--- config.mk ---
export PLATFORM = sky130hd
export DESIGN_NAME = rcv_block_fifo_flat
export DESIGN_NICKNAME = d
export VERILOG_FILES = /design/src/rtl/rcv_fifo_pkg.sv /design/src/rtl/rcv_block_fifo_if.sv /design/src/rtl/rcv_word_packer.sv /design/src/rtl/rcv_block_fifo.sv /design/src/flat_wrapper.sv
export SDC_FILE = /design/constraint.sdc
export NUM_CORES = 1
export LEC_CHECK = 0
export ABC_CLOCK_PERIOD_IN_PS = 25900
export CORE_MARGIN = 2
export CORE_UTILIZATION = 64
export DETAILED_ROUTE_END_ITERATION = 8
export GPL_ROUTABILITY_DRIVEN = 0
export HOLD_SLACK_MARGIN = 0.03
export PLACE_DENSITY = 0.93
export SETUP_SLACK_MARGIN = 0.02
export SLEW_MARGIN = 30
export SYNTH_ARGS = -nofsm -noshare
export SYNTH_HDL_FRONTEND = slang
export SYNTH_HIERARCHICAL = 1
export SYNTH_SLANG_ARGS = --single-unit
--- constraint.sdc ---
create_clock -name clk -period 25.9 [get_ports clk]
set_input_delay 5.18 -clock clk [delete_from_list [all_inputs] [get_ports clk]]
set_output_delay 5.18 -clock clk [all_outputs]
set_load 0.1 [all_outputs]
--- src/rtl/rcv_fifo_pkg.sv ---
// rcv_fifo_pkg
//   Shared defaults and width helpers for the receive block FIFO.
//   No ports; imported by rcv_block_fifo_if, rcv_word_packer and rcv_block_fifo.
package rcv_fifo_pkg;

   localparam int WORD_W_DEF    = 32;
   localparam int WPB_DEF       = 4;
   localparam int DEPTH_DEF     = 3;
   localparam int AF_THRESH_DEF = 2;

   // Width of a counter that must hold 0..depth inclusive.
   function automatic int cnt_w(input int depth);
      return $clog2(depth + 1);
   endfunction

   // Width of an index 0..n-1; never narrower than one bit.
   function automatic int idx_w(input int n);
      return (n > 1) ? $clog2(n) : 1;
   endfunction

endpackage

--- src/rtl/rcv_block_fifo_if.sv ---
// rcv_block_fifo_if
//   Bus bundle between the AHB-slave write side / cipher read side and the FIFO.
//   master : drives HWDATA, rcv_enq_word, rcv_deq, fix_error, flush
//   slave  : drives rcv_fifo_out, full, empty, almost_full, blk_count,
//            framing_error, overflow, underflow
interface rcv_block_fifo_if
   import rcv_fifo_pkg::*;
#(
   parameter int WORD_W        = WORD_W_DEF,
   parameter int WORDS_PER_BLK = WPB_DEF,
   parameter int DEPTH         = DEPTH_DEF
) ();

   localparam int BLK_W = WORD_W * WORDS_PER_BLK;
   localparam int CNT_W = cnt_w(DEPTH);

   logic [WORD_W-1:0] HWDATA;
   logic              rcv_enq_word;
   logic              rcv_deq;
   logic              fix_error;
   logic              flush;
   logic [BLK_W-1:0]  rcv_fifo_out;
   logic              full;
   logic              empty;
   logic              almost_full;
   logic [CNT_W-1:0]  blk_count;
   logic              framing_error;
   logic              overflow;
   logic              underflow;

   modport master (
      output HWDATA, rcv_enq_word, rcv_deq, fix_error, flush,
      input  rcv_fifo_out, full, empty, almost_full, blk_count,
             framing_error, overflow, underflow
   );

   modport slave (
      input  HWDATA, rcv_enq_word, rcv_deq, fix_error, flush,
      output rcv_fifo_out, full, empty, almost_full, blk_count,
             framing_error, overflow, underflow
   );

endinterface

--- src/rtl/rcv_word_packer.sv ---
// rcv_word_packer
//   Collects WORDS_PER_BLK words into one block, first word in the MSBs.
//   clk, n_rst     : clock, async active-low reset
//   word           : incoming bus word
//   accept         : word is taken this cycle (already gated by FIFO space)
//   clear          : drop the partial block (flush / fix_error)
//   blk_data       : assembled block including the current word (combinational)
//   blk_valid      : pulse, accepted word completes a block this cycle
//   framing_error  : a partial block is held
module rcv_word_packer
   import rcv_fifo_pkg::*;
#(
   parameter int WORD_W        = WORD_W_DEF,
   parameter int WORDS_PER_BLK = WPB_DEF
) (
   input  logic                              clk,
   input  logic                              n_rst,
   input  logic [WORD_W-1:0]                 word,
   input  logic                              accept,
   input  logic                              clear,
   output logic [WORD_W*WORDS_PER_BLK-1:0]   blk_data,
   output logic                              blk_valid,
   output logic                              framing_error
);

   localparam int BLK_W = WORD_W * WORDS_PER_BLK;
   localparam int WC_W  = idx_w(WORDS_PER_BLK);

   logic [WC_W-1:0]  wc;
   logic [BLK_W-1:0] asm_q;
   logic             last;

   assign last = (wc == WC_W'(WORDS_PER_BLK - 1));

   // Splice the live word into its slot so the completing word can be
   // written to memory on the same edge it arrives.
   for (genvar k = 0; k < WORDS_PER_BLK; k++) begin : g_slot
      assign blk_data[BLK_W-1-k*WORD_W -: WORD_W] =
         (wc == WC_W'(k)) ? word : asm_q[BLK_W-1-k*WORD_W -: WORD_W];
   end

   assign blk_valid     = accept & last;
   assign framing_error = (wc != '0);

   always_ff @(posedge clk or negedge n_rst) begin
      if (!n_rst) begin
         wc    <= '0;
         asm_q <= '0;
      end else if (clear) begin
         wc    <= '0;
         asm_q <= '0;
      end else if (accept) begin
         if (last) begin
            wc    <= '0;
            asm_q <= '0;
         end else begin
            wc    <= wc + WC_W'(1);
            asm_q <= blk_data;
         end
      end
   end

endmodule

--- src/rtl/rcv_block_fifo.sv ---
// rcv_block_fifo
//   Receive FIFO: packs bus words into blocks and stores up to DEPTH blocks
//   for the cipher core, head block shown first-word-fall-through.
//   clk    : clock, rising edge
//   n_rst  : async active-low reset
//   bus    : slave side of rcv_block_fifo_if
//            in : HWDATA, rcv_enq_word, rcv_deq, fix_error, flush
//            out: rcv_fifo_out, full, empty, almost_full, blk_count,
//                 framing_error, overflow (sticky), underflow (sticky)
module rcv_block_fifo
   import rcv_fifo_pkg::*;
#(
   parameter int WORD_W        = WORD_W_DEF,
   parameter int WORDS_PER_BLK = WPB_DEF,
   parameter int DEPTH         = DEPTH_DEF,
   parameter int AF_THRESH     = AF_THRESH_DEF
) (
   input  logic           clk,
   input  logic           n_rst,
   rcv_block_fifo_if.slave bus
);

   localparam int BLK_W = WORD_W * WORDS_PER_BLK;
   localparam int CNT_W = cnt_w(DEPTH);
   localparam int PTR_W = idx_w(DEPTH);

   logic [BLK_W-1:0] mem [DEPTH];
   logic [PTR_W-1:0] rd_ptr, wr_ptr;
   logic [CNT_W-1:0] count;
   logic             ovf_q, unf_q;

   logic             full_w, empty_w, clear, accept, reject, push, pop;
   logic [BLK_W-1:0] blk_data;
   logic             blk_valid, frm_err;

   // Explicit wrap since DEPTH need not be a power of two.
   function automatic logic [PTR_W-1:0] ptr_inc(input logic [PTR_W-1:0] p);
      return (p == PTR_W'(DEPTH - 1)) ? '0 : p + PTR_W'(1);
   endfunction

   assign full_w  = (count == CNT_W'(DEPTH));
   assign empty_w = (count == '0);
   assign clear   = bus.flush | bus.fix_error;

   // A pop on the same edge frees the slot, so a full FIFO still accepts.
   assign accept = bus.rcv_enq_word & (~full_w | bus.rcv_deq) & ~clear;
   assign reject = bus.rcv_enq_word & full_w & ~bus.rcv_deq & ~clear;
   assign push   = blk_valid;
   assign pop    = bus.rcv_deq & ~empty_w & ~bus.flush;

   rcv_word_packer #(
      .WORD_W        (WORD_W),
      .WORDS_PER_BLK (WORDS_PER_BLK)
   ) u_packer (
      .clk           (clk),
      .n_rst         (n_rst),
      .word          (bus.HWDATA),
      .accept        (accept),
      .clear         (clear),
      .blk_data      (blk_data),
      .blk_valid     (blk_valid),
      .framing_error (frm_err)
   );

   always_ff @(posedge clk or negedge n_rst) begin
      if (!n_rst) begin
         rd_ptr <= '0;
         wr_ptr <= '0;
         count  <= '0;
         ovf_q  <= 1'b0;
         unf_q  <= 1'b0;
      end else if (bus.flush) begin
         // Sticky flags survive a flush; only fix_error or reset clears them.
         rd_ptr <= '0;
         wr_ptr <= '0;
         count  <= '0;
      end else begin
         if (push) wr_ptr <= ptr_inc(wr_ptr);
         if (pop)  rd_ptr <= ptr_inc(rd_ptr);
         if (push && !pop)      count <= count + CNT_W'(1);
         else if (pop && !push) count <= count - CNT_W'(1);
         if (bus.fix_error) begin
            ovf_q <= 1'b0;
            unf_q <= 1'b0;
         end else begin
            if (reject)                   ovf_q <= 1'b1;
            if (bus.rcv_deq && empty_w)   unf_q <= 1'b1;
         end
      end
   end

   // Storage is not reset; empty masks the stale head.
   always_ff @(posedge clk) begin
      if (push) mem[wr_ptr] <= blk_data;
   end

   assign bus.rcv_fifo_out  = empty_w ? '0 : mem[rd_ptr];
   assign bus.full          = full_w;
   assign bus.empty         = empty_w;
   assign bus.almost_full   = (count >= CNT_W'(AF_THRESH));
   assign bus.blk_count     = count;
   assign bus.framing_error = frm_err;
   assign bus.overflow      = ovf_q;
   assign bus.underflow     = unf_q;

endmodule

--- src/flat_wrapper.sv ---
// flat-port wrapper written by rule: the top's interface ports become plain ports
module rcv_block_fifo_flat import rcv_fifo_pkg::*;
#(
   parameter int WORD_W        = WORD_W_DEF,
   parameter int WORDS_PER_BLK = WPB_DEF,
   parameter int DEPTH         = DEPTH_DEF,
   parameter int AF_THRESH     = AF_THRESH_DEF
)
  (clk, n_rst, bus_HWDATA, bus_rcv_enq_word, bus_rcv_deq, bus_fix_error, bus_flush, bus_rcv_fifo_out, bus_full, bus_empty, bus_almost_full, bus_blk_count, bus_framing_error, bus_overflow, bus_underflow);
  rcv_block_fifo_if #(.WORD_W(WORD_W), .WORDS_PER_BLK(WORDS_PER_BLK), .DEPTH(DEPTH)) bus_i ();
  input  logic clk;
  input  logic n_rst;
  input wire logic [$bits(bus_i.HWDATA)-1:0] bus_HWDATA;
  input wire logic [$bits(bus_i.rcv_enq_word)-1:0] bus_rcv_enq_word;
  input wire logic [$bits(bus_i.rcv_deq)-1:0] bus_rcv_deq;
  input wire logic [$bits(bus_i.fix_error)-1:0] bus_fix_error;
  input wire logic [$bits(bus_i.flush)-1:0] bus_flush;
  output wire logic [$bits(bus_i.rcv_fifo_out)-1:0] bus_rcv_fifo_out;
  output wire logic [$bits(bus_i.full)-1:0] bus_full;
  output wire logic [$bits(bus_i.empty)-1:0] bus_empty;
  output wire logic [$bits(bus_i.almost_full)-1:0] bus_almost_full;
  output wire logic [$bits(bus_i.blk_count)-1:0] bus_blk_count;
  output wire logic [$bits(bus_i.framing_error)-1:0] bus_framing_error;
  output wire logic [$bits(bus_i.overflow)-1:0] bus_overflow;
  output wire logic [$bits(bus_i.underflow)-1:0] bus_underflow;
  assign bus_i.HWDATA = bus_HWDATA;
  assign bus_i.rcv_enq_word = bus_rcv_enq_word;
  assign bus_i.rcv_deq = bus_rcv_deq;
  assign bus_i.fix_error = bus_fix_error;
  assign bus_i.flush = bus_flush;
  assign bus_rcv_fifo_out = bus_i.rcv_fifo_out;
  assign bus_full = bus_i.full;
  assign bus_empty = bus_i.empty;
  assign bus_almost_full = bus_i.almost_full;
  assign bus_blk_count = bus_i.blk_count;
  assign bus_framing_error = bus_i.framing_error;
  assign bus_overflow = bus_i.overflow;
  assign bus_underflow = bus_i.underflow;
  rcv_block_fifo #(.WORD_W(WORD_W), .WORDS_PER_BLK(WORDS_PER_BLK), .DEPTH(DEPTH), .AF_THRESH(AF_THRESH)) u_core (.clk(clk), .n_rst(n_rst), .bus(bus_i));
endmodule
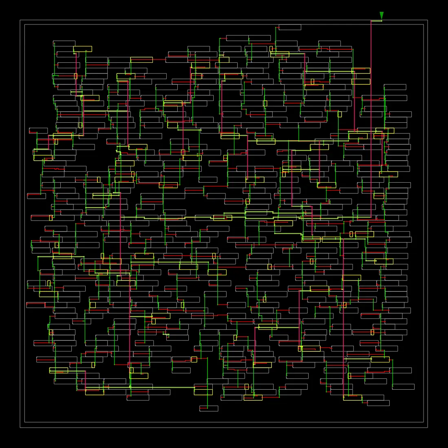
Fig. 1. Clock nets (run 1).
Clock Power: 709 uW
Skew-Pair Late Insertion Delay: 0.57 ns
clk_skew: 0.0113 ns
flip-flops: 522

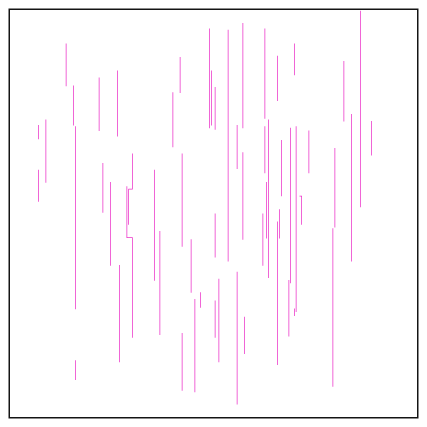
Fig. 2. M4 wires (run 1).
(2 px per um)
The layer carries 2,210 um of wire. The longest straight run is 116 um. 36 nets have wire on it.

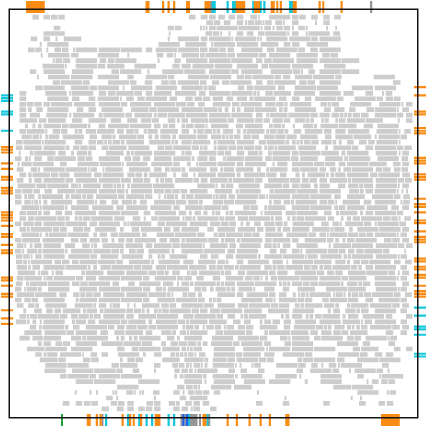
Fig. 3. I/O pins on the die edge (run 1).
(2 px per um) Pins as bars across the die edge, other pins in gray.
bus_blk_count: shown in blue, pins 2, direction output, edge bottom. bus_rcv_fifo_out: shown in orange, pins 128, direction output, edge 37 top, 33 right, 30 bottom, 28 left. bus_HWDATA: shown in cyan, pins 32, direction input, edge 10 top, 9 bottom, 7 right, 6 left. bus_empty: shown in green, pins 1, direction output, edge bottom.
All pins by edge: 51 bottom, 49 top, 40 right, 34 left.

==> Changelog: implementation, run 1 <==
### Metrics

* Flop area at ~0.015 mm2
* Filler instances at 2,412
* CP peak stage delay at ~1.2 ns
* Cell Area, Synth at ~0.025 mm2
* Final Hold Vio Count at 0
* FP Core Util at 0.644
* Clk slew on worst S/H paths at 0.06 ns
* Status: completed
* Cts bufs inserted at 51
* Tool warnings at 36
* Post-layout period usage at 0.368
* Fmax achieved at roughly 100 MHz
* CTS resizes at 0
* Minimum clock period at around 9.5 ns
* Combinational share of power at 0.031
* Least-Margin Pin Slew at about 1.0 ns
* Multiplexer share at 0.164
* Post-synth seq share at 0.588
* WL per Instance at 24.1 um
* Register-to-Register Path Depth at 7
* Chip area at approximately 0.041 mm2
* RSZ-0062 raised after global routing: false
* Basic Gates by Area at 0.0809
* DRC Markers at 0
* Rel. slew slack at 0.321
* Final ANT Viol Nets at 0
* Maximum vdd ir drop at about 0.000053 V
* Clock power share at 0.429
* Unique cell types at 33
* Total number of vias at between 15,000 and 20,000
* Comb area leader: multiplexers
* I/O Buffers at around 170
## run 1: per-layer routing
layer	GRT usage	vias up	share of wire
met3	0.0297	136	0.051
met2	0.487	582	0.52
met1	0.354	7881	0.39
met5	0	-	0
li1	-	6807	-
met4	0.117	0	0.038
## run 1: through the flow
stage                     std cells  worst slack (ns)   util  hold WS (ns)  area (um2)
after floorplan                1756              9.14      -         0.528       25500
after global placement         2314             15.85  0.689         0.483       27200
after detailed placement       2316             15.71  0.690         0.502       27300
after CTS                      2411             16.29  0.730         0.522       28900
after global routing           2413             16.24  0.732         0.552       28900
final                          2413             16.37  0.732         0.519       28900
## run 1: worst paths after layout
path	end	start	slack [ns]
worst max-delay path	bus_rcv_fifo_out[107]	u_core/rd_ptr[0]	16.37
worst min-delay path	u_core/bus.underflow	u_core/bus.underflow	0.52
worst max register to register	u_core/mem[0][105]	u_core/bus.blk_count[0]	21.71
worst min register to register	u_core/bus.underflow	u_core/bus.underflow	0.52
max in group asynchronous	u_core/rd_ptr[1]	n_rst	19.71
min in group asynchronous	u_core/u_packer/asm_q[113]	n_rst	4.65
## run 1: cell type report
cell class | count | area share
Clock inverter | 21 | 0.00432
Tap cell | 525 | 0.0227
Clock buffer | 74 | 0.0510
Multi-Input combinational cell | 1068 | 0.334
Sequential cell | 522 | 0.518
Inverter | 5 | 0.000648
Timing Repair Buffer | 198 | 0.0692
## run 1: worst max-delay path: cells and delay by family, from the launching register on
family                 cells  cell delay (ns)
and+or+nand+nor            1             0.31
DFF                        1             0.79
muxes                      2             0.36
buffers and inverters      3             2.29
## run 1: cell usage in the layout, fill, tap and decap left out, types with 3 or more instances in the layout
cell type / instances
buf_4: 13
mux2i_1: 130
a21oi_1: 4
buf_12: 3
a21bo_2: 127
clkbuf_16: 54
nor2b_1: 4
clkdlybuf4s50_1: 171
inv_1: 5
ha_4: 5
nand3_1: 128
o21ai_0: 3
a221oi_2: 127
clkbuf_8: 5
dfrtp_1: 136
nor2_1: 134
edfxtp_1: 384
nor3b_2: 3
mux2_2: 256
clkinv_2: 10
clkinv_1: 8
nand2b_1: 128
buf_6: 9
clkbuf_1: 15
## run 1: synth_stat cells, types with 22 or more instances
cell type,instances,area (um2)
edfxtp_1,384,11500
mux2_2,256,2880
dfrtp_1,138,3450
nor2_1,136,510
mux2i_1,130,1300
nand2b_1,128,801
nand3_1,128,641
a21bo_2,127,1270
a221oi_2,127,1910
buf_2,67,335
clkbuf_1,54,203
buf_6,22,248
## run 1: power by group through the flow
stage	Combinational (mW)	Clock [mW]	Sequential (mW)
after floorplan	0.0259	0	0.912
after global placement	0.0485	0	0.911
after detailed placement	0.0501	0	0.911
after CTS	0.0506	0.715	0.894
after global routing	0.0538	0.746	0.894
final	0.0512	0.709	0.894
## run 1: flip-flops by register name, indices dropped and copies added (netlist names)
register and count:
u_core/bus.blk_count 2, u_core/bus.overflow 1, u_core/bus.underflow 1, u_core/mem 384, u_core/rd_ptr 2, u_core/u_packer/asm_q 128, u_core/u_packer/wc 2, u_core/wr_ptr 2
==> run 2: changes to the inputs <==
ABC_CLOCK_PERIOD_IN_PS = 8600   (was 25900)
CORE_UTILIZATION = 54   (was 64)
PLACE_DENSITY = 0.84   (was 0.93)
clock period = 8.6 ns   (was 25.9 ns; I/O delays follow)
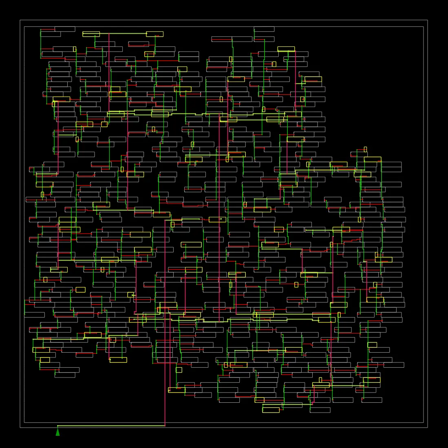
Fig. 4. Clock nets (run 2).
cts bufs inserted: 52
clk_skew: 0.0264 ns

==> Changelog: implementation, run 2 <==
### Metrics

* Final Max Slew Viols at 0
* Largest register FFs at 384 (unchanged)
* Cell taking the most area after synthesis: edfxtp_1
* FP Core Util at 0.547 (-0.0969)
* WL per Instance at 22.9 um (-5.0%)
* Reg2reg end: u_core/u_packer/asm_q[118]
* Layout Cells excl Fill at 2,497 (+3.5%)
* Most common cell in the netlist: edfxtp_1
* I/O Buffers at 173 (unchanged)
* Rel. slew slack at 0.325 (+0.00394)
* CTS resizes at 0 (unchanged)
* Unique cell types at 33 (unchanged)
* Final ANT Viol Nets at 0 (unchanged)
* Leading cell types by count after synthesis: edfxtp_1, mux2_2, dfrtp_1
* Cell Area, Synth at 0.0255 mm2 (unchanged)
* Register-to-Register Path Depth at 7 (unchanged)
* Post-DP Area at 0.0274 mm2 (+0.39%)
* Tool warnings at 39 (+8.3%)
* Top cell area share at 0.453 (unchanged)
* Maximum vdd ir drop at 0.000151 V (+180%)
* Minimum clock period at between 5 and 6 ns
* Setup ws final at 2.70 ns (-13.67 ns)
* Status: completed
* Pre-CTS setup slack at 3.17 ns (-12.54 ns)
* DRC Markers at 0 (unchanged)
* Crit Reg-Reg Startpoint: u_core/bus.blk_count[0]
* Chip area at 0.0489 mm2 (+18%)
* Setup crit start: u_core/rd_ptr[1]
* Clk slew on worst S/H paths at 0.06 ns (about the same)
* Worst setup path end: bus_rcv_fifo_out[120]
* Most frequent logic cell in the layout: edfxtp_1
* Hold path startpoint: u_core/bus.overflow
* R2R setup slack at 5.39 ns (-16.32 ns)
* Largest Register: u_core/mem
* Skew-Pair Late Insertion Delay at 0.61 ns (+0.04 ns)
* RSZ-0062 raised after global routing: false
* Cell area leaders: edfxtp_1, dfrtp_1, mux2_2
* Top Layout Cells: edfxtp_1, mux2_2, clkdlybuf4s50_1
* Least-Margin Pin Slew at 1.01 ns (-0.00588 ns)
* Fmax achieved at 169 MHz
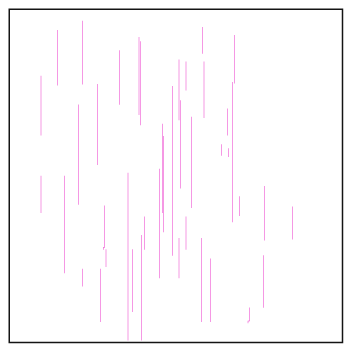
Fig. 5. M4 wires (run 2).
(1.5 px per um)
The layer holds 3.1% of the routed length. 27 nets have wire on it. The layer carries 1,770 um of wire. The wires run mostly vertical. The longest straight run is 113 um.

## run 2: cell count changes in the layout (fill, tap and decap cells not counted), sizes merged
cell	before	now
bufinv	1	3
inv	5	8
clkinv	18	16
clkbuf	74	76
clkinvlp	2	0
clkdlybuf4s50	171	170
buf	27	26
diode	0	1
## run 2: area by class of cell
| cell class | count | area (um2) |
|---|---|---|
| Multi-Input combinational cell | 1068 | 9690 |
| Fill cell | 3388 | 17400 |
| Timing Repair Buffer | 196 | 1980 |
| Antenna cell | 1 | 2.50 |
| Tap cell | 607 | 759 |
| Sequential cell | 522 | 15000 |
| Clock buffer | 76 | 1490 |
| Inverter | 5 | 18.8 |
| Clock inverter | 22 | 191 |
## run 2: stage by stage
| stage | setup TNS [ns] | utilization | power [mW] | hold slack (ns) |
|---|---|---|---|---|
| 2_1_floorplan | -12.44 | - | 2.83 | 0.544 |
| 5_1_grt | 0 | 0.626 | 5.22 | 0.553 |
| 4_1_cts | 0 | 0.625 | 5.12 | 0.513 |
| 6_report | 0 | 0.626 | 5.08 | 0.516 |
| 3_3_place_gp | 0 | 0.588 | 2.90 | 0.486 |
| 3_5_place_dp | 0 | 0.588 | 2.90 | 0.497 |
## run 2: routing by layer
layer	vias to the layer above	part of all wire	global-route usage
li1	6802	-	-
met3	95	0.045	0.0335
met2	389	0.51	0.405
met5	-	0	0
met4	0	0.031	0.0803
met1	7730	0.41	0.295
## run 2: worst min-delay path by stage
| stage | cells after the start | slack [ns] | end |
|---|---|---|---|
| 2_1_floorplan | 2 | 0.54 | u_core/u_packer/asm_q[106] |
| 3_3_place_gp | 2 | 0.49 | u_core/bus.underflow |
| 3_5_place_dp | 2 | 0.50 | u_core/bus.overflow |
| 4_1_cts | 2 | 0.51 | u_core/bus.overflow |
| 5_1_grt | 2 | 0.55 | u_core/bus.overflow |
| 6_report | 2 | 0.52 | u_core/bus.overflow |
## run 2: worst max-delay path, stage by stage (launching register included)
cell	delay, ns
dfrtp_4	1.07
buf_4	0.85
mux2i_1	0.19
nor2_1	0.25
clkdlybuf4s50_1	1.19
## run 2: logic make-up after synthesis
group                      after synthesis  share of synthesized area
AOI/OAI and AO/OA                      267                      0.128
muxes                                  386                      0.164
adders and majority gates                5                    0.00246
and+or+nand+nor                        409                     0.0809
buffers and inverters                  166                     0.0358
DFF                                    522                      0.588
xor gates and xnor gates                 1                   0.000344
## run 2: power breakdown
group          total (mW)  internal [mW]  switching [mW]
logic               0.157         0.0465           0.111
registers            2.69           2.69         0.00230
clock network        2.23           1.29           0.941
total                5.08           4.03            1.05
No activity file was given, so power comes from the tool's default toggle rates.
